`src/rtl/fx_delay_line.sv`:
```
// Valid-qualified, stallable, flushable delay line that balances latency between
// parallel fixed-point datapath branches; also reports how many valid samples are in flight.
module fx_delay_line #(
    parameter int DW    = 14,
    parameter int DEPTH = 1,
    localparam int CW   = ($clog2(DEPTH + 1) > 1) ? $clog2(DEPTH + 1) : 1
) (
    input  logic          clk,
    input  logic          rst_n,
    input  logic          i_en,
    input  logic          i_flush,
    input  logic          i_valid,
    input  logic [DW-1:0] i_data,
    output logic          o_valid,
    output logic [DW-1:0] o_data,
    output logic [CW-1:0] o_fill
);

    generate
        if (DEPTH == 0) begin : g_bypass
            // Zero depth is a pure wire; control inputs have no effect.
            logic unused_ctrl;
            assign unused_ctrl = &{1'b0, clk, rst_n, i_en, i_flush};

            assign o_data  = i_data;
            assign o_valid = i_valid;
            assign o_fill  = '0;
        end else begin : g_stages
            localparam logic [CW:0] MAX_FILL = (CW + 1)'(DEPTH);

            logic [DEPTH-1:0][DW-1:0] data_q;
            logic [DEPTH-1:0]         valid_q;
            logic [CW-1:0]            fill_q;

            // Flush clears only the valid bits; stale data is masked by o_valid.
            always_ff @(posedge clk or negedge rst_n) begin
                if (!rst_n) begin
                    data_q  <= '0;
                    valid_q <= '0;
                    fill_q  <= '0;
                end else if (i_flush) begin
                    valid_q <= '0;
                    fill_q  <= '0;
                end else if (i_en) begin
                    data_q[0]  <= i_data;
                    valid_q[0] <= i_valid;
                    for (int k = 1; k < DEPTH; k++) begin
                        data_q[k]  <= data_q[k-1];
                        valid_q[k] <= valid_q[k-1];
                    end
                    fill_q <= fill_q + CW'(i_valid) - CW'(valid_q[DEPTH-1]);
                end
            end

            assign o_data  = data_q[DEPTH-1];
            assign o_valid = valid_q[DEPTH-1];
            assign o_fill  = fill_q;

            // The occupancy count can never exceed the number of stages.
            assert property (@(posedge clk) disable iff (!rst_n) {1'b0, fill_q} <= MAX_FILL)
                else $error("fill count out of range");
        end
    endgenerate

endmodule
```
`config.mk`:
```
export PLATFORM = sky130hd
export DESIGN_NAME = fx_delay_line
export DESIGN_NICKNAME = d
export VERILOG_FILES = /design/src/rtl/fx_delay_line.sv
export SDC_FILE = /design/constraint.sdc
export NUM_CORES = 1
export LEC_CHECK = 0
export CORE_MARGIN = 2
export CORE_UTILIZATION = 35
export CTS_BUF_LIST = sky130_fd_sc_hd__clkbuf_8 sky130_fd_sc_hd__clkbuf_16
export DETAILED_ROUTE_END_ITERATION = 16
export HOLD_SLACK_MARGIN = 0.1
export PLACE_DENSITY = 0.72
export SYNTH_ARGS = -nofsm -noshare
export SYNTH_HDL_FRONTEND = slang
export SYNTH_SLANG_ARGS = --single-unit
export TNS_END_PERCENT = 10
```
`constraint.sdc`:
```
create_clock -name clk -period 2.65 [get_ports clk]
set_input_delay 0.3975 -clock clk [delete_from_list [all_inputs] [get_ports clk]]
set_output_delay 0.3975 -clock clk [all_outputs]
set_load 0.05 [all_outputs]
```
Fig. 1: run 1, routed clock nets over the placement
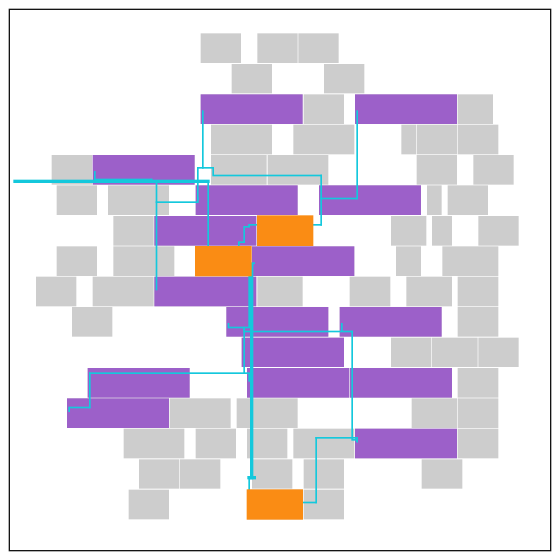
orange -> cells driving clock nets  # count 3
purple -> flip-flops  # count 16
cyan -> clock wires  # length 176 um
routed clock nets = 4
Clk pwr share: 26.6%
worst-skew pair later-pin latency: 0.24 ns
Clock group: 0.211 mW
Layout Skew: 0.0000679 ns

Fig. 2: run 1, cell sizes after repair
Bar = 10 um.
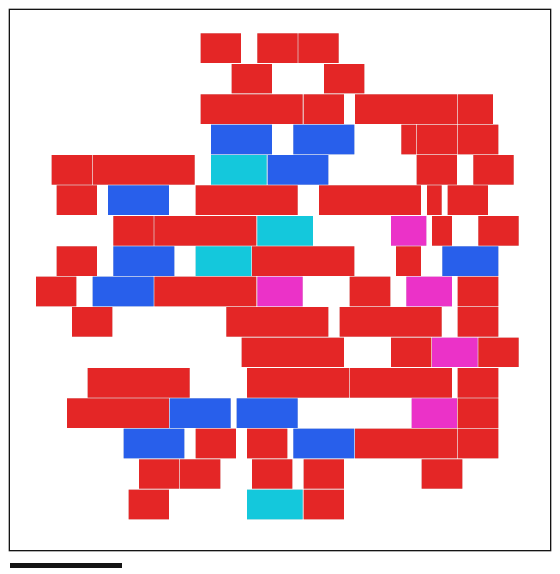
blue -> drive 3 to 4  # cells 11, most used mux2_4
red -> drive 1 or less  # cells 56, most used clkdlybuf4s50_1
magenta -> drive 2  # cells 5, most used mux2_2
cyan -> drive 6 and up  # cells 4, most used clkbuf_8
Area growth syn-to-layout: 57.9%
final setup margin: 0.823 ns
post-route cell area: 0.00108 mm2
Signal buffers: 34

Fig. 3: run 1, wires at chosen ports, followed through buffers
Bar = 10 um.
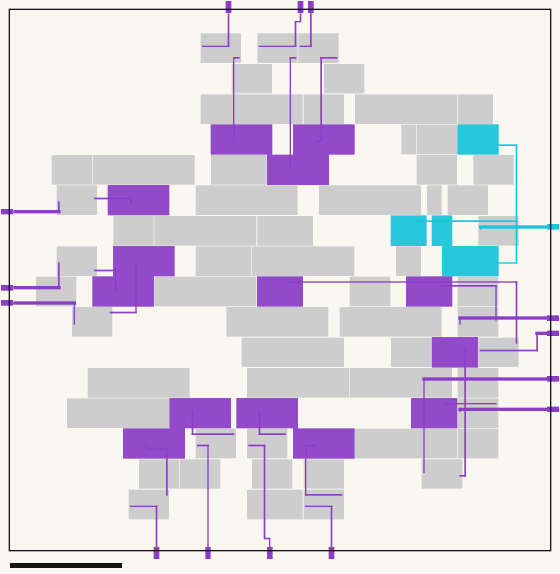
purple -> i_data  # bits 14, direction input, edge 4 bottom, 4 right, 3 top, 3 left, end cells 14, buffers 14, wire 225 um
cyan -> i_en  # bits 1, direction input, edge right, end cells 4, buffers 1, wire 29.4 um
Ports: 35
Port Buffers: 34

==> out/results.txt, run 1 <==
DRC viols - 0
Clock Pin Slew Worst Setup and Hold Paths - 0.06 ns
Met1 Wirelength - 538 um
biggest area cells - dfrtp_1 (58%), mux2_4 (22%), mux2_2 (6.6%)
status - finished, final reports clean
WHS - 0.503 ns
Finished Layout Cells - 103
dominant logic cell type in the layout - clkdlybuf4s50_1
Final Hold Violation Tally - 0
CTS Hold Bufs - 0
main logic family after synthesis - multiplexers
core box area - 0.00190 mm2
clock network area share - 5.07%
DR WL met3 - 111 um
fa+ha+maj area frac - 0%
Filler Cells Inserted - 160
Wirelength per Cell - 11.7 um
Slew headroom - 55.2%
# clock sinks - 16
Post-synth EDFFs - 0
Syn Nets - 59
VDD IR-drop max - 375 uV
fp util - 36.1%
asr flop ratio synth - 100%
logic share of the area - 23.5%
Leading cell kind - registers
flop count - 16
Arr. time, crit path - 1.43 ns
Largest delay share family, worst path - buffers and inverters
share of post-route cells with drive strength above 1 - 26.3%
power share of the combinational group - 35.9%
M3 GR Usage - 4.32%
Rows - 16
synth cell count leaders - dfrtp_1 (16), mux2_4 (10), mux2_2 (4)
Tool Warnings - 26
DRT Pass-1 Iters - 2
Largest register FFs - 14
crit-path max FO - 3
die area - 0.00233 mm2
Tightest Pin Transition - 0.670 ns
die height - 48.3 um
--- run 2 (diff from run 1) ---
==> constraint.sdc (replaced) <==
create_clock -name clk -period 1.85 [get_ports clk]
set_input_delay 0.2775 -clock clk [delete_from_list [all_inputs] [get_ports clk]]
set_output_delay 0.2775 -clock clk [all_outputs]
set_load 0.05 [all_outputs]
Fig. 4: run 2, routed clock nets over the placement
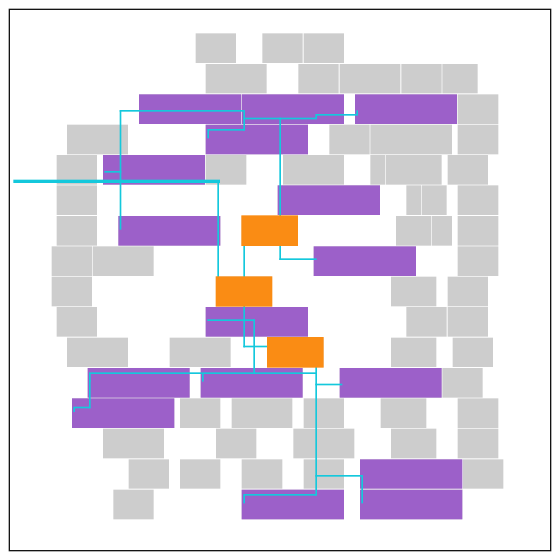
cyan -> clock wires  # length 161 um
orange -> cells driving clock nets  # count 3
purple -> flip-flops  # count 16
routed clock nets = 4
Clk pwr share: 22.6%
Clock group: 0.244 mW

Fig. 5: run 2, clock routing
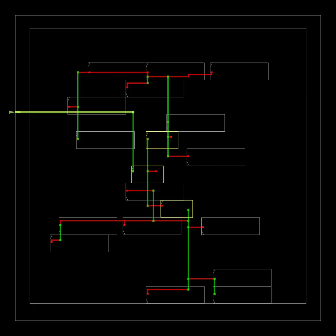
worst-skew pair later-pin latency: 0.23 ns
CTS Buf Count: 3
flop count: 16
# clock sinks: 16

==> run 2 against run 1 <==
  * Clock skew is essentially flat
  * Wire length grew 2.7%
  * Synthesized cell count is the same
  * Critical path depth is the same
  * Global-route usage grew 0.43 points
  * Critical path type unchanged
  * Largest cell class unchanged
==> out/results.txt, run 2 <==
DRT Pass-1 Iters - 1
fa+ha+maj area frac - 0%
Tightest Pin Transition - 0.686 ns
Port Buffers - 34
clock network area share - 3.78%
Clock Pin Slew Worst Setup and Hold Paths - 0.06 ns
Largest register FFs - 14
Leading cell kind - registers
crit-path max FO - 3
die height - 48.3 um
Filler Cells Inserted - 172
Tool Warnings - 26
Post-synth EDFFs - 0
post-route cell area - 0.00109 mm2
status - finished, final reports clean
Met1 Wirelength - 555 um
die area - 0.00233 mm2
logic share of the area - 23.4%
Ports - 35
dominant logic cell type in the layout - clkdlybuf4s50_1
Power figures rest on the tool's default switching activity, not on a simulated workload.
